--- src/rtl/cbus_aging_arbiter_pkg.sv ---
// rtl/cbus_aging_arbiter_pkg.sv - CBus request/response types and arbiter state/defaults
package cbus_aging_arbiter_pkg;

  typedef struct packed {
    logic        valid;
    logic        we;
    logic [3:0]  len;
    logic [31:0] addr;
    logic [31:0] wdata;
  } cbus_req_t;

  typedef struct packed {
    logic        ready;
    logic        last;
    logic        err;
    logic [31:0] rdata;
  } cbus_resp_t;

  typedef enum logic [0:0] {
    IDLE = 1'b0,
    BUSY = 1'b1
  } cbus_arb_state_t;

  localparam int CBUS_ARB_AGE_MAX = 15;

  // Index width that stays legal when there is a single requester.
  function automatic int cbus_idx_w(input int n);
    return (n > 1) ? $clog2(n) : 1;
  endfunction

endpackage

--- src/rtl/cbus_aging_arbiter_age_prio_picker.sv ---
// rtl/cbus_aging_arbiter_age_prio_picker.sv - combinational fixed-priority picker with age promotion
module age_prio_picker
  import cbus_aging_arbiter_pkg::*;
#(
  parameter int NUM_REQ = 2,
  parameter int AGE_W   = 4,
  parameter int AGE_MAX = CBUS_ARB_AGE_MAX,
  parameter int IDX_W   = cbus_idx_w(NUM_REQ)
) (
  input  logic [NUM_REQ-1:0]            i_valid,
  input  logic [NUM_REQ-1:0][AGE_W-1:0] i_age,
  output logic [IDX_W-1:0]              o_winner,
  output logic                          o_any_valid
);

  localparam logic [AGE_W-1:0] AGE_SAT = AGE_W'(AGE_MAX);

  // Scan downward so the lowest qualifying index is written last; aged requesters override.
  always_comb begin
    o_winner = '0;
    for (int i = NUM_REQ - 1; i >= 0; i--) begin
      if (i_valid[i]) o_winner = IDX_W'(i);
    end
    for (int i = NUM_REQ - 1; i >= 0; i--) begin
      if (i_valid[i] && (i_age[i] >= AGE_SAT)) o_winner = IDX_W'(i);
    end
    o_any_valid = |i_valid;
  end

endmodule

--- src/rtl/cbus_aging_arbiter.sv ---
// rtl/cbus_aging_arbiter.sv - CBus master arbiter: aging priority, whole-transaction grants, hang watchdog
module cbus_aging_arbiter
  import cbus_aging_arbiter_pkg::*;
#(
  parameter int   NUM_REQ = 2,
  parameter int   AGE_W   = 4,
  parameter int   AGE_MAX = CBUS_ARB_AGE_MAX,
  parameter int   TO_W    = 16,
  localparam int  IDX_W   = cbus_idx_w(NUM_REQ)
) (
  input  logic             clk,
  input  logic             reset,
  input  cbus_req_t        ireqs  [NUM_REQ],
  output cbus_resp_t       iresps [NUM_REQ],
  output cbus_req_t        oreq,
  input  cbus_resp_t       oresp,
  output logic             busy,
  output logic [IDX_W-1:0] grant_idx,
  output logic             timeout_err
);

  localparam logic [AGE_W-1:0] AGE_SAT  = AGE_W'(AGE_MAX);
  localparam logic [TO_W-1:0]  WDOG_MAX = '1;

  cbus_arb_state_t               r_state;
  logic [IDX_W-1:0]              r_grant_idx;
  logic [NUM_REQ-1:0][AGE_W-1:0] r_age;
  logic [TO_W-1:0]               r_wdog;
  logic                          r_timeout;

  logic [NUM_REQ-1:0] w_valid;
  logic [IDX_W-1:0]   w_winner;
  logic               w_any_valid;

  always_comb begin
    for (int i = 0; i < NUM_REQ; i++) w_valid[i] = ireqs[i].valid;
  end

  age_prio_picker #(
    .NUM_REQ (NUM_REQ),
    .AGE_W   (AGE_W),
    .AGE_MAX (AGE_MAX),
    .IDX_W   (IDX_W)
  ) u_picker (
    .i_valid     (w_valid),
    .i_age       (r_age),
    .o_winner    (w_winner),
    .o_any_valid (w_any_valid)
  );

  always_ff @(posedge clk) begin
    if (!reset) begin
      r_state     <= IDLE;
      r_grant_idx <= '0;
      r_age       <= '0;
      r_wdog      <= '0;
      r_timeout   <= 1'b0;
    end else begin
      case (r_state)
        IDLE: begin
          r_wdog <= '0;
          if (w_any_valid) begin
            r_state     <= BUSY;
            r_grant_idx <= w_winner;
            for (int i = 0; i < NUM_REQ; i++) begin
              if (IDX_W'(i) == w_winner) r_age[i] <= '0;
              else if (!w_valid[i])      r_age[i] <= '0;
              else if (r_age[i] < AGE_SAT) r_age[i] <= r_age[i] + 1'b1;
            end
          end
        end
        BUSY: begin
          if (oresp.ready) begin
            r_wdog <= '0;
            if (oresp.last) r_state <= IDLE;
          end else begin
            // Saturate rather than wrap; the hung transaction is left in place for debug.
            if (r_wdog != WDOG_MAX) r_wdog <= r_wdog + 1'b1;
            if (r_wdog >= WDOG_MAX - 1'b1) r_timeout <= 1'b1;
          end
        end
        default: r_state <= IDLE;
      endcase
    end
  end

  always_comb begin
    oreq = '0;
    if (r_state == BUSY) oreq = ireqs[r_grant_idx];
    for (int i = 0; i < NUM_REQ; i++) begin
      iresps[i] = '0;
      if ((r_state == BUSY) && (IDX_W'(i) == r_grant_idx)) iresps[i] = oresp;
    end
  end

  assign busy        = (r_state == BUSY);
  assign grant_idx   = r_grant_idx;
  assign timeout_err = r_timeout;

endmodule

--- config.mk ---
export PLATFORM = sky130hd
export DESIGN_NAME = cbus_aging_arbiter
export DESIGN_NICKNAME = d
export VERILOG_FILES = /design/src/rtl/cbus_aging_arbiter_pkg.sv /design/src/rtl/cbus_aging_arbiter_age_prio_picker.sv /design/src/rtl/cbus_aging_arbiter.sv
export SDC_FILE = /design/constraint.sdc
export NUM_CORES = 1
export LEC_CHECK = 0
export CAP_MARGIN = 40
export CORE_AREA = 2 2 126 128
export CTS_BUF_LIST = sky130_fd_sc_hd__clkbuf_16
export DETAILED_ROUTE_END_ITERATION = 16
export DIE_AREA = 0 0 128 130
export PLACE_DENSITY_LB_ADDON = 0.08
export RECOVER_POWER = 25
export SLEW_MARGIN = 20
export SYNTH_ARGS = -nofsm -noshare
export SYNTH_HDL_FRONTEND = slang
export SYNTH_SLANG_ARGS = --single-unit
--- constraint.sdc ---
create_clock -name clk -period 2.65 [get_ports clk]
set_clock_uncertainty 0.15 [all_clocks]
set_input_delay 0.3975 -clock clk [delete_from_list [all_inputs] [get_ports clk]]
set_output_delay 0.3975 -clock clk [all_outputs]
set_load 0.005 [all_outputs]
==> impl_metrics.yaml, run 1 <==
# flow metrics
outcome:
  status: "completed"
final_layout:
  comb_share: 0.3610
  nNonClkInverters: 8
  buffer_area_frac: 0.5018
  logic_area_um2: 2360
  instances_no_fill: 897
  top_register: "r_wdog"
detailed_routing:
  wl_met2_um: 8784
  dr.pass1.iters: 4
  drtIter0Drc: 152
grt:
  grt_pass1_vias: 3926
  grtUsageTotal: 0.1800
clock_network:
  clock_sinks: 27
  cts_tree: "yes"
  cts_root_buf: "clkbuf_16"
  postCtsSetupBuffers: 0
floorplanning:
  coreArea_um2: 15420
  die_y_um: 130
  n_tap_cell: 192
synth:
  ys_async_sr_fraction: 0
  ys_cells: 402
setup_path:
  crit_path_start: "busy"
  max_stage_delay_ns: 0.59
  start_kind: "flip-flop"
  r2r_cells: 6
  cp.required_ns: 2.10
sta:
  slew-limit-headroom: 0.6296
power_and_ir_drop:
  cellPowerDensity_nw_per_um2: 246.2
[run 1: cell usage after synthesis (4+ instances only)]
| cell | n |
|---|---|
| o21ai_0 | 7 |
| dfxtp_1 | 27 |
| nand3_1 | 12 |
| nor2_1 | 8 |
| and2_1 | 35 |
| mux2i_1 | 73 |
| clkbuf_1 | 22 |
| inv_1 | 7 |
| and3_1 | 37 |
| nand4_1 | 5 |
| ha_1 | 4 |
| a31oi_1 | 7 |
| nand2_1 | 17 |
| o31ai_1 | 5 |
| or4_1 | 4 |
| buf_1 | 5 |
| nor2b_1 | 71 |
| a21oi_1 | 14 |
[run 1: cell families (layout without fill, tap and decap cells)]
family	Yosys count	count (layout)	share of synthesized area
flops	27	27	0.1776
compound gates	45	45	0.09207
mux	73	73	0.2400
simple gates	215	215	0.4258
fa+ha+maj	4	4	0.01644
buf+inv	38	341	0.04809
[run 1: layout by cell type (no fill, tap or decap), drive strengths merged, types with 2 or more instances in the layout]
cell type      Yosys  final
inv                8      8
nor2b             71     71
nor3               3      3
o31ai              5      5
a31oi              7      7
buf                8      7
nor4               3      3
ha                 4      4
clkbuf            22      6
nor3b              2      2
nand2             17     17
clkdlybuf4s50      0    304
or4                4      4
and2              36     36
a21oi             14     14
and3              40     40
dfxtp             27     27
nor2               8      8
or3                3      3
nand3b             3      3
nand4b             2      2
nand4              5      5
o21ai              8      8
mux2i             73     73
nand3             13     13
dlygate4sd3        0     15
[run 1: worst max-delay path: cells and delay by family (launching register included)]
family | cells | cell delay, ns
buffers and inverters | 2 | 1.03
flip-flops | 1 | 0.35
AND/OR/NAND/NOR | 1 | 0.24
[run 1: where the power goes]
part	switching (W)	internal [W]
logic	0.000287	0.000551
registers	0.00000901	0.000409
clock network	0.000148	0.000205
total	0.000444	0.00117
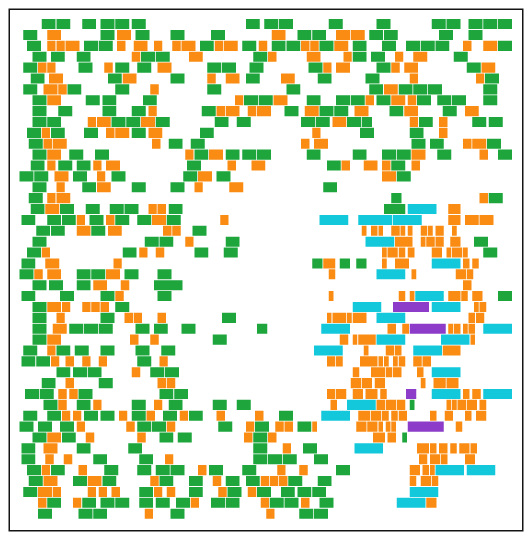
Run 1: cell classes on the final placement
Drawn at 4 px/um.
class	colour	cells	share of their area
clock drivers and dummy loads	purple	4	1.3%
other buffers and delay cells	green	329	52%
all other logic	orange	345	38%
flip-flops	cyan	27	8.6%
sequential cell area share: 0.08325
Std-Cell Rows: 46
Finished Cell Area: 6538 um^2

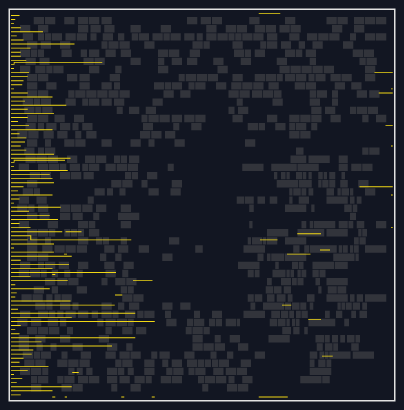
Run 1: signal wires on met3
Drawn at 3 px/um.
wire length on this layer	1060 um
nets with wire on the layer	114
longest straight run	47.6 um
share of all routed wire	6.5%
vias: 4077
GRT met3 Usage: 0.04797
final WL: 16430 um

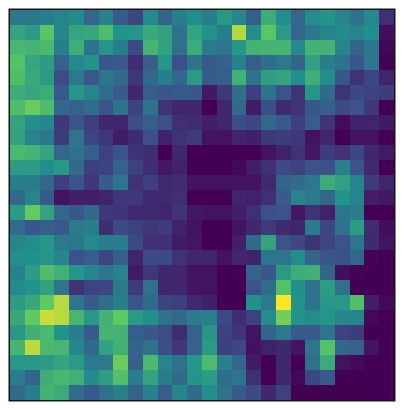
Run 1: routed metal per tile
Drawn at 3 px/um. The die is cut into 26 by 26 equal tiles; dark purple is low, yellow is high, scaled to the fullest tile. Values are wire area over tile area, all layers added.
mean over tiles	0.16
tiles over half the peak	21%
emptiest ninth of the die	centre

Run 1, drive-strength map:
Drawn at 2 px/um.
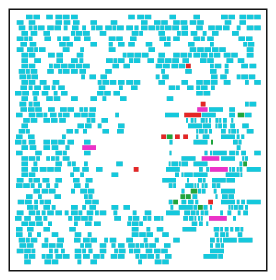

==> run 2: changes to the inputs <==
- ABC_AREA: default -> 1
- CORE_AREA: 2 2 126 128 -> 2 2 122 124
- DIE_AREA: 0 0 128 130 -> 0 0 124 126
- HOLD_SLACK_MARGIN: default -> 0.12
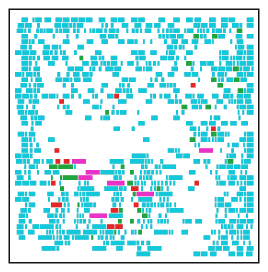
Run 2: drive-strength map
Drawn at 2 px/um.
size	colour	cells
drive 2	green	36
drive 1 or less	cyan	805
drive 3 to 4	red	15
drive 6 and up	magenta	7
layout overhead on the synthesized area: 114.7%
Finished Cell Area: 6556 um^2
Final WS setup: 0.04852 ns
bufs w/o clock: 331

==> run 2 against run 1 <==
Compared with the run above:
- global-route usage up 4.8 points
- final area up 0.29%
- die area down 6.1%
- via count up 16%
- synthesized cell count up 39%
- count of clock-buffer cells in the layout unchanged
- sequential share of layout area about the same
- highest routed layer is now met5
==> impl_metrics.yaml, run 2 <==
# flow metrics
setup_path:
  max_stage_delay_ns: 0.53
  cp.required_ns: 2.10
final_layout:
  final_cell_mix: "clkdlybuf4s50_1, inv_1, nor2_1"
  lay_top_count: "clkdlybuf4s50_1"
  logic_area_um2: 1831
clock_network:
  clock_sinks: 27
  cts_tree: "yes"
synth:
  ys_cells: 559
  common_cells: "inv_1, nor2_1, nand3_1"
  yosysMostFrequentCell: "inv_1"
  ys_async_sr_fraction: 0
power_and_ir_drop:
  pwr-share-comb: 0.525
  powerClk_w: 0.000359
  internal_power_w: 0.001127
  cellPowerDensity_nw_per_um2: 249.2
  maxPowerGroup: "combinational logic"
  power_switching_share: 0.3099
  clkPwrFrac: 0.220
sta:
  slew-limit-headroom: 0.7363
detailed_routing:
  dr.pass1.iters: 4
  drt-total-wl_um: 19070
grt:
  grtUsageTotal: 0.2285
outcome:
  status: "completed"
floorplanning:
  coreArea_um2: 14310
  die_y_um: 126
## run 2: cell count changes in the layout (fill, tap and decap cells not counted), sizes merged, moves of 10 or more
cell,before,now
nand3,13,88
o21ai,8,78
mux2i,73,0
nand2,17,47
inv,8,135
clkdlybuf4s50,304,314
nor2,8,107
and2,36,0
nor2b,71,0
and3,40,0
dlygate4sd3,15,0
## run 2: worst paths after layout
kind / slack (ns) / cells after the start / to
worst max register to register: 0.90 / 8 / r_wdog[0]
worst min register to register: 0.33 / 2 / timeout_err
worst max-delay path: 0.05 / 5 / iresps[15]
worst min-delay path: 0.33 / 2 / timeout_err
## run 2: layout make-up
cell class                 count  share of cell area
inverter                     136             0.07805
antenna                        5            0.001908
tap                          184             0.03511
sequential                    27             0.08282
multi-input combinational    365              0.2792
clock buffer                   3             0.01145
clock inverter                 1            0.001145
timing repair buffer         331              0.5103
## run 2: cell families (layout without fill, tap and decap cells)
group / count (synthesis) / after routing / synth area share
flip-flops: 27 / 27 / 0.1770
AND-OR/OR-AND: 102 / 102 / 0.1946
buffers and inverters: 169 / 471 / 0.2311
AND/OR/NAND/NOR: 255 / 257 / 0.3753
other: 0 / 5 / 0
XOR/XNOR: 2 / 2 / 0.005736
adder cells (fa/ha/maj): 4 / 4 / 0.01639
## run 2: worst max-delay path: cells and delay by family (launching register included)
family                 cells  cell delay (ns)
buffers and inverters      3             1.06
DFF                        1             0.36
and+or+nand+nor            2             0.35
## run 2: repair_timing
| action | CTS | global route |
|---|---|---|
| endpoints found under the hold margin | 0 | 0 |
| cloned | 1 | 1 |
| resized | 2 | 8 |
| pin swaps | 0 | 1 |
| setup buffers | 0 | 2 |
| endpoints found under the setup margin | 4 | 46 |
| hold buffers | 0 | 0 |
==> run 3: changes to the inputs <==
- HOLD_SLACK_MARGIN: 0.12 -> default
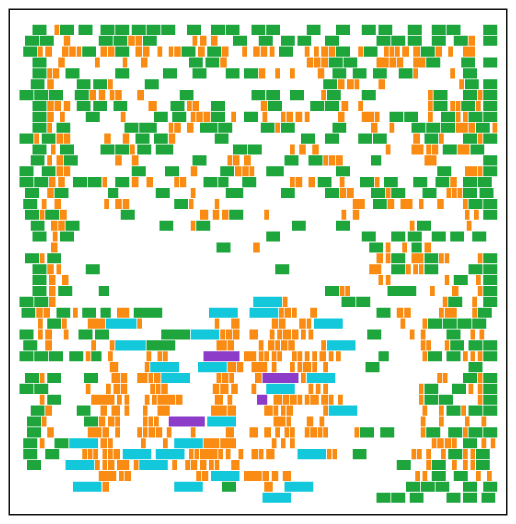
Run 3: cell classes on the final placement
Drawn at 4 px/um.
Std-Cell Rows: 44
core area: 14310 um^2
sequential cell area share: 0.08282
final cell utilization of the core: 0.4580

==> run 3 against run 2 <==
Compared with the run above:
- clock power about the same
- critical endpoint unchanged
- sequential cell count unchanged
- critical path depth unchanged
- via count did not move
- largest cell class unchanged
- critical path type unchanged
- worst setup slack unchanged
==> impl_metrics.yaml, run 3 <==
# flow metrics
grt:
  overflow: 0
  grtUsageTotal: 0.2285
  grt_pass1_vias: 4374
  grt_max_degree: 75
setup_path:
  cp-end-kind: "output pin"
  cp.required_ns: 2.10
detailed_routing:
  dr.pass1.iters: 4
  drt-total-wl_um: 19070
clock_network:
  cts_tree: "yes"
  path_clk_slew_ns: 0.07
  ctsHoldBuffers: 0
  clock_sinks: 27
  cts_buffers: 3
synth:
  ys_async_sr_fraction: 0
  compound_area_frac: 0.1946
  fa_ha_area_frac: 0.01639
  synth_xor_xnor_area_share: 0.005735
  ys_sh_simple: 0.3753
  ys_cells: 559
  yosysMostFrequentCell: "inv_1"
  ys_sh_mux: 0
  logic_family: "simple AND/OR/NAND/NOR gates"
  common_cells: "inv_1, nor2_1, nand3_1"
sta:
  slew-limit-headroom: 0.7363
  setup_ws_ns: 0.04852
power_and_ir_drop:
  irDropWorstVdd_v: 0.0002293
  cellPowerDensity_nw_per_um2: 249.2
final_layout:
  lay_top_count: "clkdlybuf4s50_1"
  final_cell_mix: "clkdlybuf4s50_1, inv_1, nor2_1"
  logic_area_um2: 1831
floorplanning:
  die_y_um: 126
outcome:
  status: "completed"
## run 3: power breakdown
group	leakage (nW)	switching (W)	internal [W]
Combinational	2.59	0.000347	0.000511
Clock	0.0371	0.000153	0.000206
Sequential	0.219	0.00000633	0.000411
## run 3: area by class of cell
cell class	instances	share of cell area
well taps	184	0.03511
clock inverters	1	0.001145
clock buffers	3	0.01145
repair buffers	331	0.5103
multi-input cells	365	0.2792
flip-flops and latches	27	0.08282
diodes	5	0.001908
inverters	136	0.07805
## run 3: final timing paths
check | start | end | slack (ns) | cells after the start
hold reg to reg | timeout_err | timeout_err | 0.33 | 2
hold / removal | timeout_err | timeout_err | 0.33 | 2
setup / recovery | busy | iresps[15] | 0.05 | 5
setup reg to reg | r_wdog[1] | r_wdog[0] | 0.90 | 8
## run 3: stage by stage
step	hold WS (ns)	utilization	setup TNS, ns	total power [W]
2_1_floorplan	0.2976	-	0	0.0006756
3_3_place_gp	0.3128	0.4481	-0.02640	0.001272
3_5_place_dp	0.3087	0.4481	0	0.001272
4_1_cts	0.3305	0.4543	0	0.001638
5_1_grt	0.3532	0.4573	-1.967	0.001725
6_report	0.3268	0.4580	0	0.001634
## run 3: worst max-delay path: stages (launching register included)
cell and delay, ns:
dfxtp_2 0.36, buf_12 0.30, nand2_1 0.24, buf_12 0.23
nor2_1 0.11, clkdlybuf4s50_1 0.53
## run 3: repair_timing
item	in CTS	in global routing
gates cloned	1	1
endpoints found under the setup margin	4	46
setup buffers	0	2
pin swaps	0	1
resized	2	8
## run 3: routing by layer
metal	vias to the layer above	wire [um]
met1	2107	7777
met4	10	153
met5	-	72
met2	245	8947
met3	22	2122
li1	2352	-

==> gallery <==
The clock network.
image #1
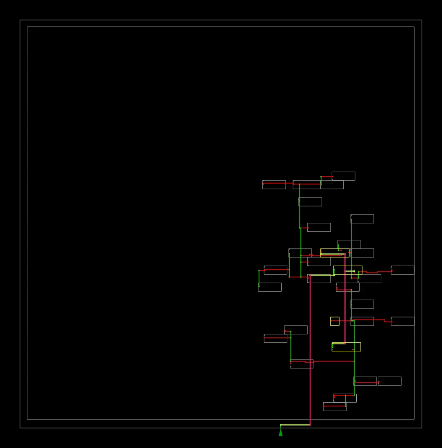
image #2
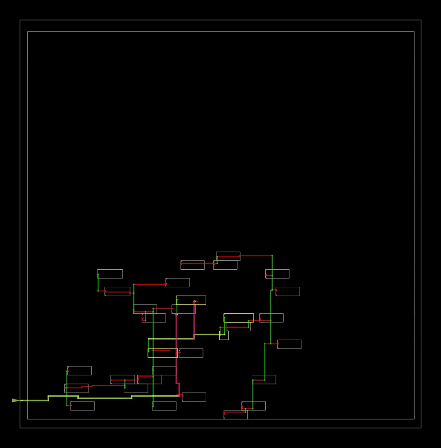
run 2: image #2
run 1: image #1

Power is estimated from default activity; no workload was simulated.
